Fig. 1: signal wires on met1
Drawn at 4 px/µm.
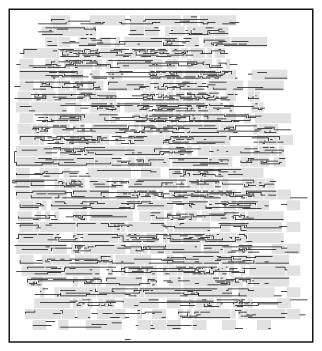
Fig. 2: signal wires on met2
Drawn at 6 px/µm.
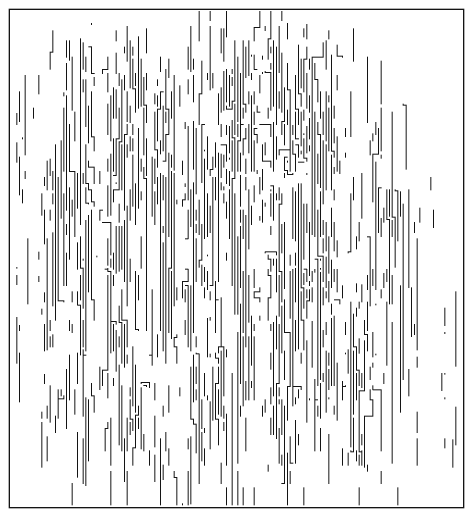
Fig. 3: M3 wires
Drawn at 3 px/µm.
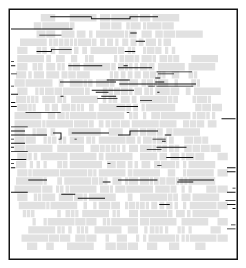
Fig. 4: signal wires on met4
Drawn at 3 px/µm.
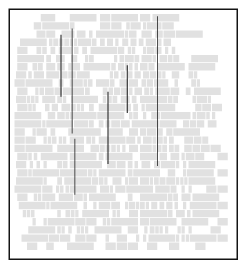
Design boot_loader, sky130hd; sources not shown.
==> ci_impl_report.md <==
### Flow metrics

| Metric | Value |
|---|---|
| Status | finished, final reports clean |
| Final hold violations | 0 |
| GPL Wtd Cong | between 0.9 and 1 |
| Final non-filler cell total | around 530 |
| Total power draw | around 1.9 mW |
| WP data required | around 6.7 ns |
| Hold buffers post-CTS | 0 |
| Sequential share of power | 0.335 |
| Top Consumer | combinational cells |
| Remaining DRCs | 0 |
| Antenna viol nets, final | 0 |
| Clock Power | between 300 and 400 µW |
| Initial antenna violation count | 0 |
| CTS tree | yes |
| EDFF count, synth | 0 |
| RSZ-0062 raised after global routing | false |
| PwrDens | ~440 nW/µm² |
| Layout cell share with drive strength beyond 1 | 0.0596 |
| Port Buf Inserts | ~50 |
| Pre-antenna DRT Iters | 5 |
| Min cycle time layout | slightly above 4 ns |
| YS chip area | 3500 µm² |
| Peak supply drop | between 0.0003 and 0.0004 V |
| Yosys reg bits | approximately 62 |
| Worst-Margin Slew | roughly 1.1 ns |
| Gr ovfl total | 0 |
| Final core utilization | 0.744 |
| Post-synth area hogs | dfrtp_1 (44%), nand2_1 (8.7%), nand3_1 (4.9%) |
| Buffer depth of the longest clock path | 2 |
| Fin nets | approximately 470 |
| Seq. pwr | around 630 µW |
| Core area | around 5700 µm² |
| Startpoint types | primary input |
| Ys flop type | dfrtp_1 |
| Core Density at Floorplan | 0.611 |
| Max-Slew Margin vs Limit | 0.294 |
| Setup ws final | approximately 2.6 ns |
| Area delta synth->final | 21.8% |
| Min Hold Slack | 0.282 ns |
| Final instance area | ~4300 µm² |
| Unique cell type count in the Yosys netlist | ~54 |
| Post-synth top area cell | dfrtp_1 |
| # Cells Yosys | slightly above 400 |
| Top Ports | slightly above 50 |
| Crit-path slowest cell | inv_1 |
| Tcrit/Tclk final | 0.610 |
| Mean post-synth cell area | approximately 8.7 µm² |
| Sw Share | 0.416 |
| Placed inst area | roughly 4000 µm² |
| Clock Power Share | 0.198 |
| Rows | 29 |
| Yosys simple share | 0.248 |
| Top-area cell share | 0.436 |
| Syn_nets | 425 |
| Total track usage | 0.307 |
| Adder share | 0.0407 |
| Asr flop ratio synth | 1.00 |
| Final setup fails | 0 |
| MUX share of area | 0.0121 |
| Late-Pin Clk Latency | 0.34 ns |
| Clock sinks | 62 |
| Comb pwr share | 0.467 |
Notes on Fig. 1 above:
longest straight run = 24.4 µm
main direction = horizontal
drt total wl: 8360 µm
met1 usage: 0.437
via count: 3089

Notes on Fig. 2 above:
wire length on this layer = 4080 µm
longest straight run = 30.9 µm
main direction = vertical
routing usage on met2: 0.437

Notes on Fig. 3 above:
longest straight run = 25.3 µm
nets with wire on the layer = 60
share of all routed wire = 5.3%
wire length on this layer = 439 µm
main direction = horizontal
met3 usage: 0.0619

Notes on Fig. 4 above:
share of all routed wire = 2.0%
wire length on this layer = 163 µm

critical path: cells and delay by family:
| family | cells | cell delay [ns] |
|---|---|---|
| simple gates | 3 | 0.72 |
| compound gates | 2 | 0.51 |
| buf+inv | 3 | 1.51 |
cell type report:
class                           count  area, µm²  area share
Multi-Input combinational cell    302       1800       0.422
Sequential cell                    62       1550       0.364
Timing Repair Buffer               52        515       0.121
Clock buffer                        9        124      0.0290
Clock inverter                      7       97.6      0.0229
Tap cell                           77       96.3      0.0226
Inverter                           21       78.8      0.0185
placed cells by master, fill, tap and decap left out, drive strengths merged, types with 2 or more instances in the layout:
master | netlist | final
a2111oi | 2 | 2
a211oi | 2 | 2
a21boi | 2 | 2
a21o | 2 | 2
a21oi | 11 | 11
a31oi | 3 | 3
a41oi | 2 | 2
and2 | 2 | 2
and3 | 5 | 5
buf | 4 | 2
bufinv | 0 | 2
clkbuf | 14 | 9
clkdlybuf4s50 | 0 | 50
clkinv | 0 | 2
clkinvlp | 0 | 2
dfrtp | 61 | 61
ha | 9 | 9
inv | 21 | 22
mux2 | 2 | 2
mux2i | 2 | 2
nand2 | 82 | 82
nand2b | 6 | 6
nand3 | 34 | 34
nand3b | 2 | 2
nand4 | 2 | 2
nor2 | 32 | 32
nor2b | 4 | 4
nor3 | 7 | 7
nor4 | 4 | 4
o2111ai | 2 | 2
o211ai | 2 | 2
o21ai | 26 | 26
o21bai | 3 | 3
o22ai | 2 | 2
or4 | 2 | 2
xnor2 | 18 | 18
xor2 | 16 | 16
per-layer routing:
metal  vias to the layer above  track usage  share of wire
li1                       1455            -              -
met1                      1505        0.437           0.44
met2                       115        0.437           0.49
met3                        14       0.0619          0.052
met4                         0        0.111          0.019
met5                         -            -              0
Power is estimated from default activity; no workload was simulated.
